### Met1 routing, run 1

Supply wires on this layer in gray.
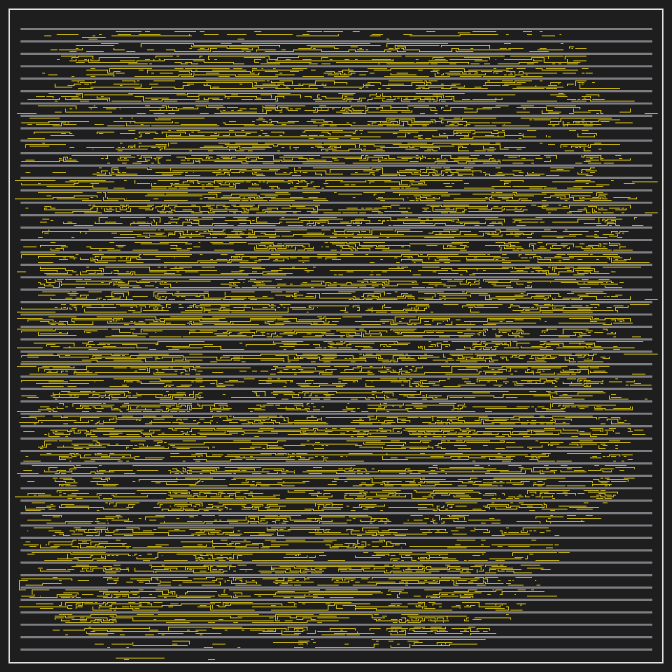
### Routed metal, one color a layer, run 1

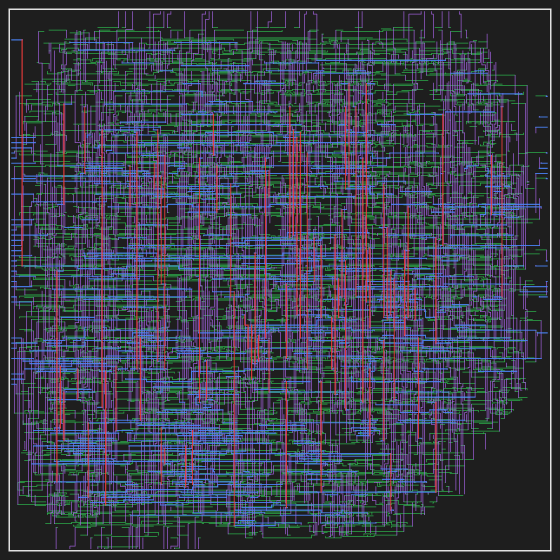
### Routed metal per tile, run 1

The die is cut into 29 by 29 equal tiles; black is low, pale yellow is high, scaled to the fullest tile. Values are wire area over tile area, all layers added.
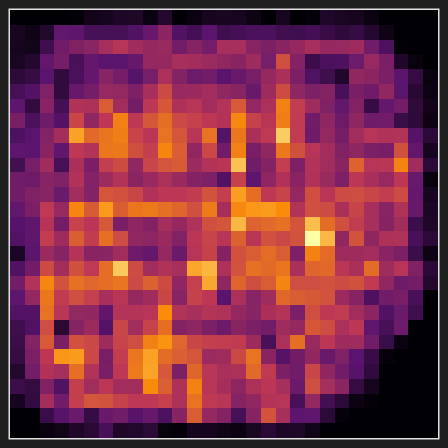
===== config.mk =====
export PLATFORM = sky130hd
export DESIGN_NAME = bet_executor_flat
export DESIGN_NICKNAME = d
export VERILOG_FILES = /design/src/rtl/bet_executor_if.sv /design/src/rtl/bet_executor.sv /design/src/flat_wrapper.sv
export SDC_FILE = /design/constraint.sdc
export NUM_CORES = 1
export LEC_CHECK = 0
export ABC_AREA = 0
export CAP_MARGIN = 10
export CORE_MARGIN = 2
export CORE_UTILIZATION = 65
export DETAILED_ROUTE_END_ITERATION = 10
export HOLD_SLACK_MARGIN = 0.03
export PLACE_DENSITY = 0.87
export SYNTH_ARGS = -nofsm -noshare
export SYNTH_HDL_FRONTEND = slang
export SYNTH_SLANG_ARGS = --single-unit

===== constraint.sdc =====
create_clock -name clk -period 17.4 [get_ports clk]
set_input_delay 3.48 -clock clk [delete_from_list [all_inputs] [get_ports clk]]
set_output_delay 3.48 -clock clk [all_outputs]
set_load 0.01 [all_outputs]

===== src/rtl/bet_executor_if.sv =====
// bet_executor_if: action handshake between an action source (master) and bet_executor (slave)
// Signals: act_valid/act_seat/action from the source; act_ready/act_done/illegal back from the executor.
interface bet_executor_if;
  logic       act_valid;
  logic       act_seat;
  logic [2:0] action;
  logic       act_ready;
  logic       act_done;
  logic       illegal;
  modport master (output act_valid, act_seat, action, input act_ready, act_done, illegal);
  modport slave (input act_valid, act_seat, action, output act_ready, act_done, illegal);
endinterface


===== src/rtl/bet_executor.sv =====
// bet_executor: applies 3-bit seat actions (check/call/raise/all-in/fold) to stacks, street bets and pot
// Ports: clk, resetn (sync active-low); new_game, post_blinds, sb_is_cpu, new_street commands;
//   bus (slave): act_valid/act_seat/action in, act_ready/act_done/illegal out;
//   player_money, cpu_money, player_bet, cpu_bet, pot, folded, fold_seat, round_over out.
// Optional: define BET_EXEC_ACTCNT_EN to add act_count (legal actions this street, saturating at 15).
module bet_executor #(
  parameter int MW         = 15,
  parameter int SB         = 100,
  parameter int BB         = 200,
  parameter int INIT_STACK = 2000
) (
  input  logic          clk,
  input  logic          resetn,
  input  logic          new_game,
  input  logic          post_blinds,
  input  logic          sb_is_cpu,
  input  logic          new_street,
  bet_executor_if.slave bus,
  output logic [MW-1:0] player_money,
  output logic [MW-1:0] cpu_money,
  output logic [MW-1:0] player_bet,
  output logic [MW-1:0] cpu_bet,
  output logic [MW:0]   pot,
  output logic          folded,
  output logic          fold_seat,
  output logic          round_over
`ifdef BET_EXEC_ACTCNT_EN
  ,
  output logic [3:0]    act_count
`endif
);
  typedef enum logic [1:0] {IDLE, EVAL, XFER, DONE} state_t;
  state_t state;
  logic seat, legal, acted_p, acted_c, is_raise, e_legal, na_p, na_c, ro;
  logic [2:0] act;
  logic [MW-1:0] amt, own, opp, m, nbb, gap, e_amt, nown, nm;
  logic [MW-1:0] nb_p, nb_c, nm_p, nm_c, p_need, c_need, p_due, c_due;
  assign bus.act_ready = state == IDLE;
  assign own = seat ? cpu_bet : player_bet;
  assign opp = seat ? player_bet : cpu_bet;
  assign m = seat ? cpu_money : player_money;
  assign gap = opp - own;
  assign is_raise = act inside {3'd2, 3'd3, 3'd4};
  assign nbb = act == 3'd2 ? MW'(2 * BB) : act == 3'd3 ? MW'(4 * BB) : MW'(6 * BB);
  // nbb > own keeps nbb - own from wrapping when the actor is already ahead
  assign e_legal = act == 3'd0 ? own == opp :
                   act == 3'd1 ? opp > own :
                   is_raise    ? nbb > opp && nbb > own && m > nbb - own :
                   act == 3'd5 ? m != '0 : act == 3'd6;
  assign e_amt = act == 3'd1 ? (gap < m ? gap : m) : is_raise ? nbb - own : act == 3'd5 ? m : '0;
  // post-transfer view used to decide whether the street closes
  assign nown = own + amt;
  assign nm = m - amt;
  assign nb_p = seat ? player_bet : nown;
  assign nb_c = seat ? nown : cpu_bet;
  assign nm_p = seat ? player_money : nm;
  assign nm_c = seat ? nm : cpu_money;
  assign na_p = seat ? acted_p && nown <= opp : 1'b1;
  assign na_c = seat ? 1'b1 : acted_c && nown <= opp;
  assign ro = (nb_p == nb_c && na_p && na_c) ||
              (nm_p == '0 && ((na_c && nb_c >= nb_p) || nm_c == '0)) ||
              (nm_c == '0 && ((na_p && nb_p >= nb_c) || nm_p == '0));
  assign p_need = sb_is_cpu ? MW'(BB) : MW'(SB);
  assign c_need = sb_is_cpu ? MW'(SB) : MW'(BB);
  assign p_due = player_money < p_need ? player_money : p_need;
  assign c_due = cpu_money < c_need ? cpu_money : c_need;
  always_ff @(posedge clk) begin
    if (!resetn) begin
      state <= IDLE;
      seat <= 1'b0;
      act <= '0;
      amt <= '0;
      legal <= 1'b0;
      acted_p <= 1'b0;
      acted_c <= 1'b0;
      player_money <= '0;
      cpu_money <= '0;
      player_bet <= '0;
      cpu_bet <= '0;
      pot <= '0;
      folded <= 1'b0;
      fold_seat <= 1'b0;
      round_over <= 1'b0;
      bus.act_done <= 1'b0;
      bus.illegal <= 1'b0;
`ifdef BET_EXEC_ACTCNT_EN
      act_count <= '0;
`endif
    end else begin
      bus.act_done <= 1'b0;
      case (state)
        IDLE: begin
          if (new_game) begin
            player_money <= MW'(INIT_STACK);
            cpu_money <= MW'(INIT_STACK);
            player_bet <= '0;
            cpu_bet <= '0;
            pot <= '0;
            acted_p <= 1'b0;
            acted_c <= 1'b0;
            folded <= 1'b0;
            fold_seat <= 1'b0;
            round_over <= 1'b0;
`ifdef BET_EXEC_ACTCNT_EN
            act_count <= '0;
`endif
          end else if (post_blinds) begin
            player_money <= player_money - p_due;
            cpu_money <= cpu_money - c_due;
            player_bet <= p_due;
            cpu_bet <= c_due;
            pot <= '0;
            acted_p <= 1'b0;
            acted_c <= 1'b0;
            folded <= 1'b0;
            round_over <= 1'b0;
`ifdef BET_EXEC_ACTCNT_EN
            act_count <= '0;
`endif
          end else if (new_street) begin
            pot <= pot + {1'b0, player_bet} + {1'b0, cpu_bet};
            player_bet <= '0;
            cpu_bet <= '0;
            acted_p <= 1'b0;
            acted_c <= 1'b0;
            round_over <= 1'b0;
`ifdef BET_EXEC_ACTCNT_EN
            act_count <= '0;
`endif
          end else if (bus.act_valid) begin
            seat <= bus.act_seat;
            act <= bus.action;
            if (folded || round_over) begin
              bus.illegal <= 1'b1;
              bus.act_done <= 1'b1;
              state <= DONE;
            end else state <= EVAL;
          end
        end
        EVAL: begin
          legal <= e_legal;
          amt <= e_amt;
          state <= XFER;
        end
        XFER: begin
          if (legal && act == 3'd6) begin
            folded <= 1'b1;
            fold_seat <= seat;
            round_over <= 1'b1;
          end else if (legal) begin
            if (seat) begin
              cpu_money <= nm;
              cpu_bet <= nown;
              acted_c <= 1'b1;
              acted_p <= na_p;
            end else begin
              player_money <= nm;
              player_bet <= nown;
              acted_p <= 1'b1;
              acted_c <= na_c;
            end
            round_over <= ro;
          end
`ifdef BET_EXEC_ACTCNT_EN
          if (legal && act_count != 4'hf) act_count <= act_count + 4'd1;
`endif
          bus.illegal <= !legal;
          bus.act_done <= 1'b1;
          state <= DONE;
        end
        DONE: state <= IDLE;
      endcase
    end
  end
endmodule


===== src/flat_wrapper.sv =====
// flat-port wrapper written by rule: the top's interface ports become plain ports
module bet_executor_flat 
#(
  parameter int MW         = 15,
  parameter int SB         = 100,
  parameter int BB         = 200,
  parameter int INIT_STACK = 2000
)
  (clk, resetn, new_game, post_blinds, sb_is_cpu, new_street, player_money, cpu_money, player_bet, cpu_bet, pot, folded, fold_seat, round_over, bus_act_valid, bus_act_seat, bus_action, bus_act_ready, bus_act_done, bus_illegal);
  bet_executor_if bus_i ();
  input  logic clk;
  input  logic resetn;
  input  logic new_game;
  input  logic post_blinds;
  input  logic sb_is_cpu;
  input  logic new_street;
  output logic [MW-1:0] player_money;
  output logic [MW-1:0] cpu_money;
  output logic [MW-1:0] player_bet;
  output logic [MW-1:0] cpu_bet;
  output logic [MW:0] pot;
  output logic folded;
  output logic fold_seat;
  output logic round_over;
  input wire logic [$bits(bus_i.act_valid)-1:0] bus_act_valid;
  input wire logic [$bits(bus_i.act_seat)-1:0] bus_act_seat;
  input wire logic [$bits(bus_i.action)-1:0] bus_action;
  output wire logic [$bits(bus_i.act_ready)-1:0] bus_act_ready;
  output wire logic [$bits(bus_i.act_done)-1:0] bus_act_done;
  output wire logic [$bits(bus_i.illegal)-1:0] bus_illegal;
  assign bus_i.act_valid = bus_act_valid;
  assign bus_i.act_seat = bus_act_seat;
  assign bus_i.action = bus_action;
  assign bus_act_ready = bus_i.act_ready;
  assign bus_act_done = bus_i.act_done;
  assign bus_illegal = bus_i.illegal;
  bet_executor #(.MW(MW), .SB(SB), .BB(BB), .INIT_STACK(INIT_STACK)) u_core (.clk(clk), .resetn(resetn), .new_game(new_game), .post_blinds(post_blinds), .sb_is_cpu(sb_is_cpu), .new_street(new_street), .bus(bus_i), .player_money(player_money), .cpu_money(cpu_money), .player_bet(player_bet), .cpu_bet(cpu_bet), .pot(pot), .folded(folded), .fold_seat(fold_seat), .round_over(round_over));
endmodule

==> GITHUB_STEP_SUMMARY, run 1 <==
## Implementation flow summary

| Metric | Value |
|---|---|
| Outcome | `completed` |
| Max-slew headroom | `29.83%` |
| Complex Gates by Area | `28.96%` |
| Registers, synthesis | `105` |
| Pleak | `5.751 nW` |
| Final WS setup | `9.670 ns` |
| Pwr top | `combinational cells` |
| GRT Total Usage | `40.37%` |
| Worst Path Arrival | `8.01 ns` |
| Pwr Density | `178.9 nW/um^2` |
| Adder Area Share | `17.16%` |
| Highest routing layer actually used | `met4` |
| Top cells by area | `dfxtp_1 17%, ha_1 13%, a21oi_1 5.7%, nor2_1 5.4%, nand2_1 4.3%` |
| TNS Setup | `0 ns` |
| Final clock-cell share | `2.263%` |
| M3 GR Usage | `8.417%` |
| Dominant logic cell type in the layout | `nor2_1` |
| WS Path Type | `primary input to flop` |
| GR Util met2 | `64.25%` |
| Final setup viols | `0` |
| Fin cells | `1976` |
| Post-synth ARST share | `0%` |
| Ys Warns | `0` |
| Largest cell class | `combinational gates` |
| Clock Tree Buf Depth | `2` |
| Count of clock buffers in the final design | `11` |
| Chip area | `20420 um^2` |
| Mapped Avg Cell Area | `7.437 um^2` |
| WL met2 | `18.54 mm` |
| FMAX | `129.4 MHz` |
| Global routing met1 resource utilization | `52.21%` |
| Met1 wire length | `16.12 mm` |
| Clock Sinks | `105` |
| Fraction of area in multi-input gates | `69.74%` |
| Layout Nets | `1875` |
| Worst path max stage delay | `0.65 ns` |
| Clk_skew | `0.008035 ns` |
| DR DRC count | `0` |
| Placed Cells | `1960` |
| Top logic family | `AND-OR/OR-AND gates` |
| HPWL Detailed | `30.85 mm` |
| Yosys stat chip area | `12540 um^2` |
| Core ar. | `18830 um^2` |
| Crit path launch type | `primary input` |
| DR vias/cell | `6.877` |
| MUX share of area | `4.351%` |
| Inverter count | `114` |
| XOR/XNOR Area Share | `4.680%` |
| Signal buffers share of area | `7.313%` |
| VDD IR max | `0.1316 mV` |
| H-tree levels | `3` |
| Reg-to-Reg End | `u_core.amt[11]` |
| Seq/total area | `15.23%` |
| Hold Vio Cnt, Final | `0` |
| Total power draw | `2.473 mW` |
| Worst Hold Depth | `2` |
| Share of layout cells above drive strength 1 | `4.487%` |
| Largest net degree at the start of global routing | `85` |
| Grt ovf | `0` |
| Reg2reg path depth | `24` |
| Int Pwr | `1.123 mW` |
| Final Cycle Share | `44.43%` |
| Core Density at Floorplan | `66.58%` |
| TritonCTS buffer count | `9` |
| Met3 wire length | `4.905 mm` |
| R2R Setup Slk | `10.89 ns` |
| Grt peak-use layer | `met2` |
| Number of diodes | `0` |
| Register area | `2106 um^2` |
| CP max stage cell | `clkdlybuf4s50_1` |
| # rows | `50` |
| Worst Setup End Kind | `flop` |
| Yosys cell types | `95` |
| Post-synth EDFFs | `0` |
| Port bufs | `92` |
| Hold Path End | `u_core.state[1]` |
| TritonCTS clock tree | `built` |
| Final core occ | `73.42%` |
| Clk root buf | `clkbuf_16` |
| Share of the synthesized area in the top cell type | `16.76%` |
| Worst reg2reg path startpoint | `u_core.seat` |
| Syn Inst Count | `1686` |
| CTS clk-pin slew, worst paths | `0.08 ns` |
| Crit-path most repeated cell | `o21ai_0` |
Notes on 'Met1 routing' above:
share of all routed wire	39%
longest straight run	52.4 um

Notes on 'Routed metal, one color a layer' above:
layer	color	wire length
M3	blue	4910 um
M2	purple	18500 um
M4	red	2060 um
M1	green	16100 um
total wire length: 41.62 mm
DR vias: 13590
WL/cell: 21.06 um

Notes on 'Routed metal per tile' above:
tiles over half the peak	27%
mean over tiles	0.36
densest ninth of the die	middle
nearly empty tiles	7.5%
fullest tile	0.96

-- run 1: registers in the layout, indices dropped and copies added (netlist names) --
| name | count |
|---|---|
| u_core.pot | 16 |
| u_core.amt | 15 |
| u_core.cpu_bet | 15 |
| u_core.cpu_money | 15 |
| u_core.player_bet | 15 |
| u_core.player_money | 15 |
| u_core.act | 3 |
| u_core.state | 2 |
| u_core.acted_c | 1 |
| u_core.acted_p | 1 |
| u_core.bus.act_done | 1 |
| u_core.bus.illegal | 1 |
| u_core.fold_seat | 1 |
| u_core.folded | 1 |
| u_core.legal | 1 |
| u_core.round_over | 1 |
| u_core.seat | 1 |
### Placed cells, one color a class, run 1

The bar under the picture is 50 um long. Fill, decap, tap and diode cells in gray.
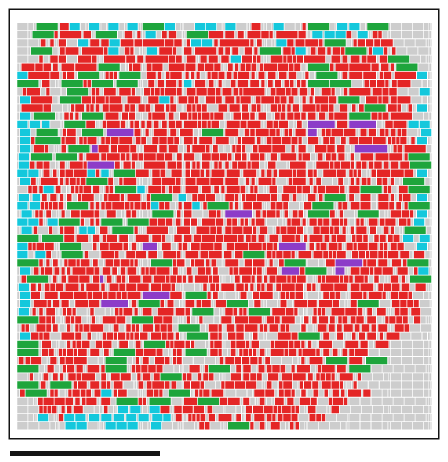

==> run 1 -> run 2 <==
- CORE_UTILIZATION: 65 -> 61
- PLACE_DENSITY: 0.87 -> 0.83
- clock period: 17.4 -> 7.25 ns (I/O delays scaled with it)
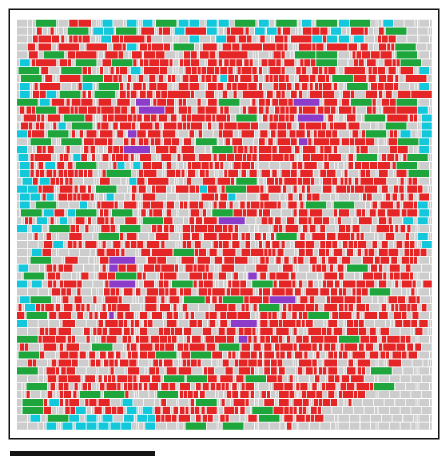
*Placed cells, one color a class, run 2*
The bar under the picture is 50 um long. Fill, decap, tap and diode cells in gray.
class	color	cells
remaining buffers and delay cells	cyan	106
clock drivers and dummy loads	purple	16
remaining logic cells	red	1491
registers	green	105

==> run 2 against run 1 <==
Worst setup slack worse by 8.5 ns. Sequential power up 140%. Non-clock buffer count up 2. Power up 140%. Register-to-register slack worse by 9.7 ns. Cell count up 0.61%. Count of clock-buffer cells in the layout down 1. Die area up 6.4%. Synthesized cell count unchanged. Design area about the same. Core utilization down 5.1 points. Critical endpoint is now u_core.round_over. Largest power group unchanged.
==> GITHUB_STEP_SUMMARY, run 2 <==
## Implementation flow summary

| Metric | Value |
|---|---|
| Crit-path most repeated cell | `a21oi_1` |
| CP max stage cell | `buf_4` |
| Mapped Avg Cell Area | `7.437 um^2` |
| Top logic family | `AND-OR/OR-AND gates` |
| Clk root buf | `clkbuf_16` |
| Fin cells | `1988` |
| Clock Tree Buf Depth | `2` |
| Post-synth EDFFs | `0` |
| Clk_skew | `0.01246 ns` |
| Final WS setup | `1.173 ns` |
| # rows | `52` |
| Pwr top | `combinational cells` |
| Yosys cell types | `95` |
| WL/cell | `21.55 um` |
| Share of the synthesized area in the top cell type | `16.76%` |
| Total wire length | `42.83 mm` |
| TritonCTS buffer count | `9` |
| Post-synth ARST share | `0%` |
| Number of diodes | `0` |
| Int Pwr | `2.657 mW` |
| WS Path Type | `flop to flop` |
| Share of layout cells above drive strength 1 | `4.657%` |
| HPWL Detailed | `32.29 mm` |
| Grt ovf | `0` |
| VDD IR max | `0.3103 mV` |
| Final setup viols | `0` |
| Worst path max stage delay | `0.58 ns` |
| Outcome | `completed` |
| Pleak | `5.751 nW` |
| TNS Setup | `0 ns` |
| XOR/XNOR Area Share | `4.680%` |
| Chip area | `21720 um^2` |
| TritonCTS clock tree | `built` |
| Reg2reg path depth | `22` |
| Largest register FFs | `16` |
| Complex Gates by Area | `28.96%` |
| DR vias/cell | `6.809` |
| R2R Setup Slk | `1.17 ns` |
| Registers, synthesis | `105` |
| Top-count cell post-synth | `nor2_1` |
| Worst reg2reg path startpoint | `u_core.seat` |
| Worst Setup End Kind | `flop` |
| Yosys stat chip area | `12540 um^2` |
| Max-slew headroom | `31.60%` |
| Syn Inst Count | `1686` |
| Final core occ | `68.33%` |
| Layout Nets | `1877` |
| Ys Warns | `0` |
| Adder Area Share | `17.16%` |
| Core ar. | `20230 um^2` |
| Final Cycle Share | `83.82%` |
| Core Density at Floorplan | `61.97%` |
| Crit path launch type | `flop` |
| Hold Vio Cnt, Final | `0` |
| Worst Path Arrival | `6.30 ns` |
| Hold Path End | `u_core.pot[14]` |
| MUX share of area | `4.351%` |
| Total power draw | `5.889 mW` |
| H-tree levels | `3` |
| DR DRC count | `0` |
| Worst Hold Depth | `2` |
| GRT Total Usage | `38.43%` |
| Pwr Density | `425.9 nW/um^2` |
## run 2: cell counts after synthesis
No cell type changed its count.
## run 2: tightest hold or removal path, stage by stage (launching register included)
cell and delay, ns:
dfxtp_1 0.34, nand2_1 0.06, a21oi_1 0.05
## run 2: area by class of cell
class                      instances  area [um^2]  area share, %
sequential                       105         2106          15.23
tap                              270        337.8          2.443
multi-input combinational       1377         9642          69.73
clock inverter                     6        48.80         0.3529
inverter                         114        427.9          3.095
timing repair buffer             106         1026          7.420
clock buffer                      10        239.0          1.728
## run 2: routing by layer
layer	track usage, %	routed length, um
met4	19.23	2231
met2	58.15	18270
met5	0	0
met1	53.15	17720
met3	6.265	4610
### Cell placement, run 2

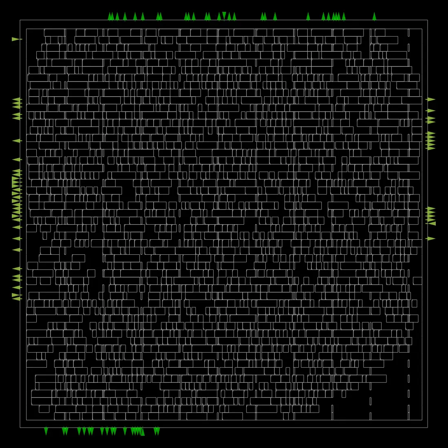

==> run 2 -> run 3 <==
- clock period: 7.25 -> 5.95 ns (I/O delays scaled with it)
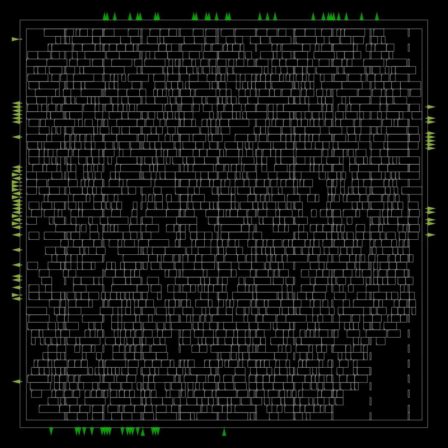
*Cell placement, run 3*
final core occ: 69.34%
Seq/total area: 15.01%
Core ar.: 20230 um^2
# fillers: 1717
Tapcells: 270

==> run 3 against run 2 <==
Clock skew hardly changed. Critical endpoint is now u_core.amt[4]. Core utilization is 1.0 points higher. Via count fell by 0.31%. Global-route usage is 0.065 points lower. Critical path type unchanged. Area after synthesis is the same. Synthesized cell count stayed put. Non-clock buffer count increased by 20.
==> GITHUB_STEP_SUMMARY, run 3 <==
## Implementation flow summary

| Metric | Value |
|---|---|
| Outcome | `completed` |
| Port bufs | `92` |
| DR vias | `13490` |
| Post-synth ARST share | `0%` |
| GR Util met2 | `59.98%` |
| Fraction of area in multi-input gates | `68.76%` |
| HPWL Detailed | `32.23 mm` |
| TNS Setup | `0 ns` |
| Inverter count | `114` |
| Register area | `2106 um^2` |
| Top cells by area | `dfxtp_1 17%, ha_1 13%, a21oi_1 5.7%, nor2_1 5.4%, nand2_1 4.3%` |
| Initial antenna violation count | `0` |
| WS Path Type | `flop to flop` |
| Max-slew headroom | `34.40%` |
| Clock Sinks | `105` |
| Reg2reg path depth | `23` |
| DR DRC count | `0` |
| Worst Hold Depth | `2` |
| FMAX | `180.6 MHz` |
| Syn Inst Count | `1686` |
| Layout Nets | `1897` |
| Signal buffers share of area | `8.472%` |
| Pwr Density | `519.8 nW/um^2` |
| Hold Vio Cnt, Final | `0` |
| H-tree levels | `3` |
| Largest register FFs | `16` |
| Clk root buf | `clkbuf_16` |
| Registers, synthesis | `105` |
| Grt ovf | `0` |
| TritonCTS clock tree | `built` |
| Hold Path End | `u_core.pot[14]` |
| Clock Tree Buf Depth | `2` |
| Ys Warns | `0` |
| Crit path launch type | `flop` |
| CP max stage cell | `nor3_2` |
| Pleak | `5.872 nW` |
| Worst Path Arrival | `5.75 ns` |
| Core Density at Floorplan | `61.97%` |
| Final setup viols | `0` |
| Most flop-heavy register | `u_core.pot` |
| Worst path max stage delay | `0.59 ns` |
| Worst reg2reg path startpoint | `u_core.cpu_bet[0]` |
| Total wire length | `42.21 mm` |
| GRT Total Usage | `38.36%` |
| Global routing met1 resource utilization | `51.52%` |
| Clk_skew | `0.01289 ns` |
| DR vias/cell | `6.720` |
| Largest cell class | `combinational gates` |
| Largest net degree at the start of global routing | `100` |
| Grt peak-use layer | `met2` |
| Non-clk bufs | `126` |
| Logic area | `9648 um^2` |
| Number of sequential cells | `105` |
| Post-synth EDFFs | `0` |
| CTS clk-pin slew, worst paths | `0.08 ns` |
| Final Cycle Share | `93.05%` |
| Placed Cells | `1992` |
| Dominant logic cell type in the layout | `nor2_1` |
| TritonCTS buffer count | `9` |
| Share of the synthesized area in the top cell type | `16.76%` |
[run 3: power breakdown]
group | leakage (nW) | switching [mW] | internal, mW
Clock | 0.158 | 0.334 | 0.350
Sequential | 0.856 | 0.310 | 0.851
Combinational | 4.86 | 3.29 | 2.16
[run 3: cells by family after synthesis]
group,count (synthesis),share of synthesized area (%)
AOI/OAI and AO/OA,531,28.96
xor gates and xnor gates,67,4.680
adders and majority gates,163,17.16
buffers and inverters,205,6.446
DFF,105,16.76
muxes,53,4.351
other,1,0.02991
and+or+nand+nor,561,21.60
[run 3: per-layer routing]
layer / routed length (um) / up-vias
li1: - / 6281
met1: 17330 / 6287
met2: 18830 / 801
met3: 4163 / 125
met4: 1883 / 0
met5: 0 / -
[run 3: repair_timing]
action	4_1_cts	5_1_grt
resized	0	2
endpoints found under the setup margin	0	2
hold buffers	0	0
No activity file was given, so power comes from the tool's default toggle rates.
